**src/rtl/bird_physics_engine.sv**
```systemverilog
// bird_physics_engine: bird motion integrator plus IDLE/FLY/PAUSE/DEAD game FSM.
// Physics, state and scores advance only on the one-clock frame tick. Flap
// edges and pipe_passed pulses are latched between ticks and consumed on tick.
// Optional feature macro FLAP_COOLDOWN_EN: after an accepted flap, further
// flaps are ignored for COOLDOWN FLY ticks.
module bird_physics_engine #(
  parameter int X_W      = 10,
  parameter int Y_W      = 9,
  parameter int V_W      = 7,
  parameter int SCORE_W  = 10,
  parameter int START_X  = 140,
  parameter int START_Y  = 280,
  parameter int Y_MIN    = 40,
  parameter int Y_MAX    = 465,
  parameter int FLAP_VEL = 10,
  parameter int GRAVITY  = 1,
  parameter int VMAX     = 15
`ifdef FLAP_COOLDOWN_EN
  , parameter int COOLDOWN = 4
`endif
) (
  input  logic                      clock,
  input  logic                      reset,
  input  logic                      tick,
  input  logic                      flap,
  input  logic                      pause,
  input  logic                      collide,
  input  logic                      pipe_passed,
  input  logic                      restart,
  output logic [1:0]                game_state,
  output logic [SCORE_W-1:0]        current_score,
  output logic [SCORE_W-1:0]        highest_score,
  output logic [X_W-1:0]            bird_x,
  output logic [Y_W-1:0]            bird_y,
  output logic signed [V_W-1:0]     velocity
);

  typedef enum logic [1:0] {IDLE = 2'd0, FLY = 2'd1, PAUSE = 2'd2, DEAD = 2'd3} state_t;

  // Position sum carries two extra bits so y plus a negative velocity stays signed-safe.
  localparam int YS_W = Y_W + 2;
  localparam logic signed [V_W:0]    GRAV_S  = (V_W+1)'(GRAVITY);
  localparam logic signed [V_W:0]    VMIN_S  = -((V_W+1)'(VMAX));
  localparam logic signed [V_W-1:0]  FLAP_S  = V_W'(FLAP_VEL);
  localparam logic signed [YS_W-1:0] YMAX_S  = YS_W'(Y_MAX);
  localparam logic signed [YS_W-1:0] YMIN_S  = YS_W'(Y_MIN);

  // Gravity step with terminal-velocity floor at -VMAX.
  function automatic logic signed [V_W-1:0] fall_vel(input logic signed [V_W-1:0] v);
    logic signed [V_W:0] d;
    d = (V_W+1)'(v) - GRAV_S;
    if (d < VMIN_S) d = VMIN_S;
    return d[V_W-1:0];
  endfunction

  // Unsigned y plus sign-extended velocity.
  function automatic logic signed [YS_W-1:0] add_y(input logic [Y_W-1:0] y,
                                                   input logic signed [V_W-1:0] v);
    return $signed({2'b00, y}) + YS_W'(v);
  endfunction

  // Score increment saturating at all-ones.
  function automatic logic [SCORE_W-1:0] sat_inc(input logic [SCORE_W-1:0] s);
    return (&s) ? s : s + 1'b1;
  endfunction

  function automatic logic [SCORE_W-1:0] max_score(input logic [SCORE_W-1:0] a,
                                                   input logic [SCORE_W-1:0] b);
    return (a > b) ? a : b;
  endfunction

  state_t                   state;
  logic                     flap_prev;
  logic                     flap_pending;
  logic                     score_pending;
  logic                     flap_req;
  logic                     score_req;
  logic                     cd_idle;
  logic                     flap_acc;
  logic signed [V_W-1:0]    vel_n;
  logic signed [YS_W-1:0]   y_sum;
  logic [SCORE_W-1:0]       score_n;

  assign game_state = state;
  assign bird_x     = X_W'(START_X);

  // Requests seen this clock count together with anything latched since the last tick.
  assign flap_req  = flap_pending | (flap & ~flap_prev);
  assign score_req = score_pending | pipe_passed;
  assign flap_acc  = flap_req & cd_idle;

  // Candidate FLY update for the current tick.
  always_comb begin
    vel_n   = flap_acc ? FLAP_S : fall_vel(velocity);
    y_sum   = add_y(bird_y, vel_n);
    score_n = score_req ? sat_inc(current_score) : current_score;
  end

`ifdef FLAP_COOLDOWN_EN
  localparam int CD_W = $clog2(COOLDOWN + 1);
  logic [CD_W-1:0] cooldown;

  assign cd_idle = (cooldown == '0);

  // Cooldown counts FLY ticks after an accepted flap; frozen in PAUSE, cleared elsewhere.
  always_ff @(posedge clock or negedge reset) begin
    if (!reset) begin
      cooldown <= '0;
    end else if (tick) begin
      if (state == FLY && !pause) begin
        if (collide)          cooldown <= '0;
        else if (!cd_idle)    cooldown <= cooldown - 1'b1;
        else if (flap_req)    cooldown <= CD_W'(COOLDOWN);
      end else if (state == IDLE || state == DEAD) begin
        cooldown <= '0;
      end
    end
  end
`else
  assign cd_idle = 1'b1;
`endif

  // Request latching, game FSM, physics and scoring.
  always_ff @(posedge clock or negedge reset) begin
    if (!reset) begin
      state         <= IDLE;
      flap_prev     <= 1'b0;
      flap_pending  <= 1'b0;
      score_pending <= 1'b0;
      bird_y        <= Y_W'(START_Y);
      velocity      <= '0;
      current_score <= '0;
      highest_score <= '0;
    end else begin
      flap_prev <= flap;
      if (!tick) begin
        if (flap & ~flap_prev) flap_pending  <= 1'b1;
        if (pipe_passed)       score_pending <= 1'b1;
      end else begin
        flap_pending  <= 1'b0;
        score_pending <= 1'b0;
        case (state)
          IDLE: begin
            if (flap_req && !pause) begin
              state         <= FLY;
              current_score <= '0;
              velocity      <= FLAP_S;
              bird_y        <= Y_W'(START_Y + FLAP_VEL);
            end
          end
          FLY: begin
            if (pause) begin
              state <= PAUSE;
            end else if (collide) begin
              state         <= DEAD;
              velocity      <= '0;
              highest_score <= max_score(highest_score, current_score);
            end else begin
              current_score <= score_n;
              if (y_sum >= YMAX_S) begin
                bird_y   <= Y_W'(Y_MAX);
                velocity <= '0;
              end else if (y_sum <= YMIN_S) begin
                bird_y        <= Y_W'(Y_MIN);
                velocity      <= '0;
                state         <= DEAD;
                highest_score <= max_score(highest_score, score_n);
              end else begin
                bird_y   <= y_sum[Y_W-1:0];
                velocity <= vel_n;
              end
            end
          end
          PAUSE: begin
            if (!pause) state <= FLY;
          end
          DEAD: begin
            if (restart) begin
              state    <= IDLE;
              bird_y   <= Y_W'(START_Y);
              velocity <= '0;
            end
          end
          default: state <= IDLE;
        endcase
      end
    end
  end

endmodule
```
**config.mk**
```make
export PLATFORM = sky130hd
export DESIGN_NAME = bird_physics_engine
export DESIGN_NICKNAME = d
export VERILOG_FILES = /design/src/rtl/bird_physics_engine.sv
export SDC_FILE = /design/constraint.sdc
export NUM_CORES = 1
export LEC_CHECK = 0
export CAP_MARGIN = 20
export CORE_MARGIN = 4
export CORE_UTILIZATION = 59
export CTS_CLUSTER_DIAMETER = 30
export DETAILED_ROUTE_END_ITERATION = 10
export HOLD_SLACK_MARGIN = 0.15
export PLACE_DENSITY_LB_ADDON = 0.05
export SLEW_MARGIN = 20
export SYNTH_ARGS = -nofsm -noshare
export SYNTH_HDL_FRONTEND = slang
export SYNTH_SLANG_ARGS = --single-unit
```
**constraint.sdc**
```tcl
create_clock -name clock -period 10.54 [get_ports clock]
set_clock_uncertainty 0.15 [all_clocks]
set_input_delay 1.581 -clock clock [delete_from_list [all_inputs] [get_ports clock]]
set_output_delay 1.581 -clock clock [all_outputs]
set_load 0.005 [all_outputs]
```
Fig. 1: where the registers sit
(3 px per micron)
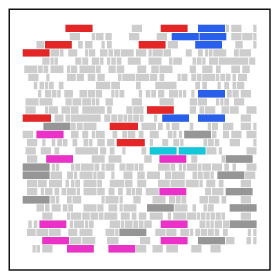
| netlist name | colour | sequential cells |
|---|---|---|
| `highest_score` | magenta | 10 |
| `bird_y` | red | 9 |
| `game_state` | cyan | 2 |
| `velocity` | blue | 7 |
Seq group: 285 uW
flop share of the area: 24.86%
final cell utilization of the core: 69.56%

Fig. 2: cells coloured by class
(3 px per micron)
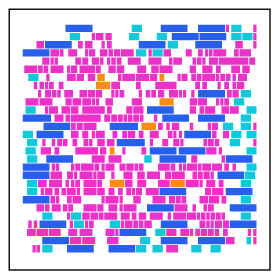
| class | colour | cells | share of their area |
|---|---|---|---|
| flops | blue | 41 | 25% |
| other buffers and delay cells | cyan | 46 | 11% |
| clock drivers and dummy loads | orange | 8 | 2.1% |
| all other logic | magenta | 368 | 61% |

==> results.cfg <==
; synthesis and place-and-route metrics
[synthesis]
common_cells = 43 x nor2_1, 38 x dfrtp_1, 33 x ha_1, 32 x o21ai_0, 27 x nand2_1
most_common_cell = nor2_1
synth.area.top_cells = dfrtp_1 26%, ha_1 11%, nor2_1 4.5%
synthMuxAreaShare_pct = 4.453
yosysTopAreaCellShare_pct = 26.23
ys_chip_area_sq_um = 3625
synth_flops = 41
simple_gate_share_pct = 18.19
async_reset_ff_share_pct = 100.0
edf_count = 0
yosys_warnings = 0
synth.logic.top_family = AND-OR/OR-AND gates
syn_area_per_cell_sq_um = 8.449
synthCells = 429
synthAdderAreaFrac_pct = 11.94
synth-seq-area-share_pct = 28.41

[power]
power_frac_comb_pct = 66.4
powerClk_uw = 107
total_power_mw = 1.167
p_per_area_nw_per_um2 = 281.7
pwr-share-clk_pct = 9.1
peakVddDrop_uv = 160.5
power.group.top = combinational logic
power.share.switching_pct = 49.29

[finish]
n_all_inverters = 26
layout_top_cell = clkdlybuf4s50_1
num-nonclk-buffers = 46
clkCellAreaFrac_pct = 2.084
n_antenna_cell = 0
regArea_sq_um = 1030
n_clock_buffer = 5
largestRegisters = current_score x10, highest_score x10, bird_y x9
num-multi-input-gates = 342
stdcell_area_sq_um = 4143
combGateArea_sq_um = 2377

[detailed_routing]
wl_met2_microns = 4260
drt_wl_total_microns = 9536
wl_per_cell_microns = 17.72
drt-met1-wl_microns = 4473

[worst_setup_path]
cp.depth = 12
cpPeakStageDelay_ns = 0.62
endpoint = highest_score[6]$_DFFE_PN0P_
slowest_stage = o31ai_4
crit_fanout = 10
ff2ff_path_depth = 17
crit_buf_inv = 1
path_delay_family = AND-OR/OR-AND gates

[place]
gp_congestion = 0.9671
pre_cts_ws_ns = 4.785
dp_cells = 530

[die]
die_area_sq_um = 7462
core_sq_um = 5956
initCoreUtil_pct = 60.86
num_tap_cells = 75

[clocking]
cts_max_path_buffers = 2
post_cts_buffers = 0
clk_root_buffer_cell = clkbuf_8
cts_max_level = 2
clk-insertion-delay-late_ns = 0.30
cts_tree = done
cts_made_buffers = 5

[global_route]
grt_util_met2_pct = 40.54
grt_overflow = 0
use_met1_pct = 40.60
antenna_found_initial = 0
top_usage_layer = met1
grt_pass1_wl_microns = 16130

[hold_path]
hold_class = flop to flop
min_from = bird_y[8]$_DFFE_PN1P_
hold_path_depth = 2
hold_end = bird_y[8]$_DFFE_PN1P_

[final_timing]
setup_tns_ns = 0
holdWs_ns = 0.3619
rsz0062_at_grt = no
worst_pin_slew_ns = 0.9319
drv_slew = 0
post-route-period-util_pct = 52.07
max_freq_ghz = 0.1822

[flow_run]
maxCapViolations = 0

[status]
status = complete, no violations
Fig. 3: port wiring
(6 px per micron)
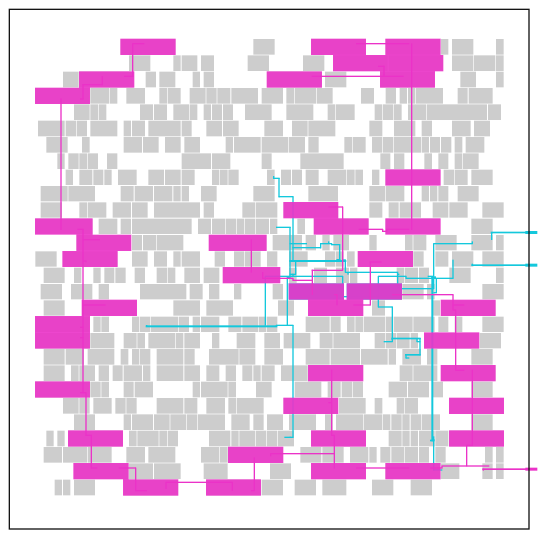
| port | colour | bits | direction | edge | end cells | buffers | wire |
|---|---|---|---|---|---|---|---|
| `reset` | magenta | 1 | input | right | 41 | 1 | 332 microns |
| `game_state` | cyan | 2 | output | right | 2 | 2 | 269 microns |
buffers added on ports: 45
IO Count: 56

Power and IR drop assume default switching activity.
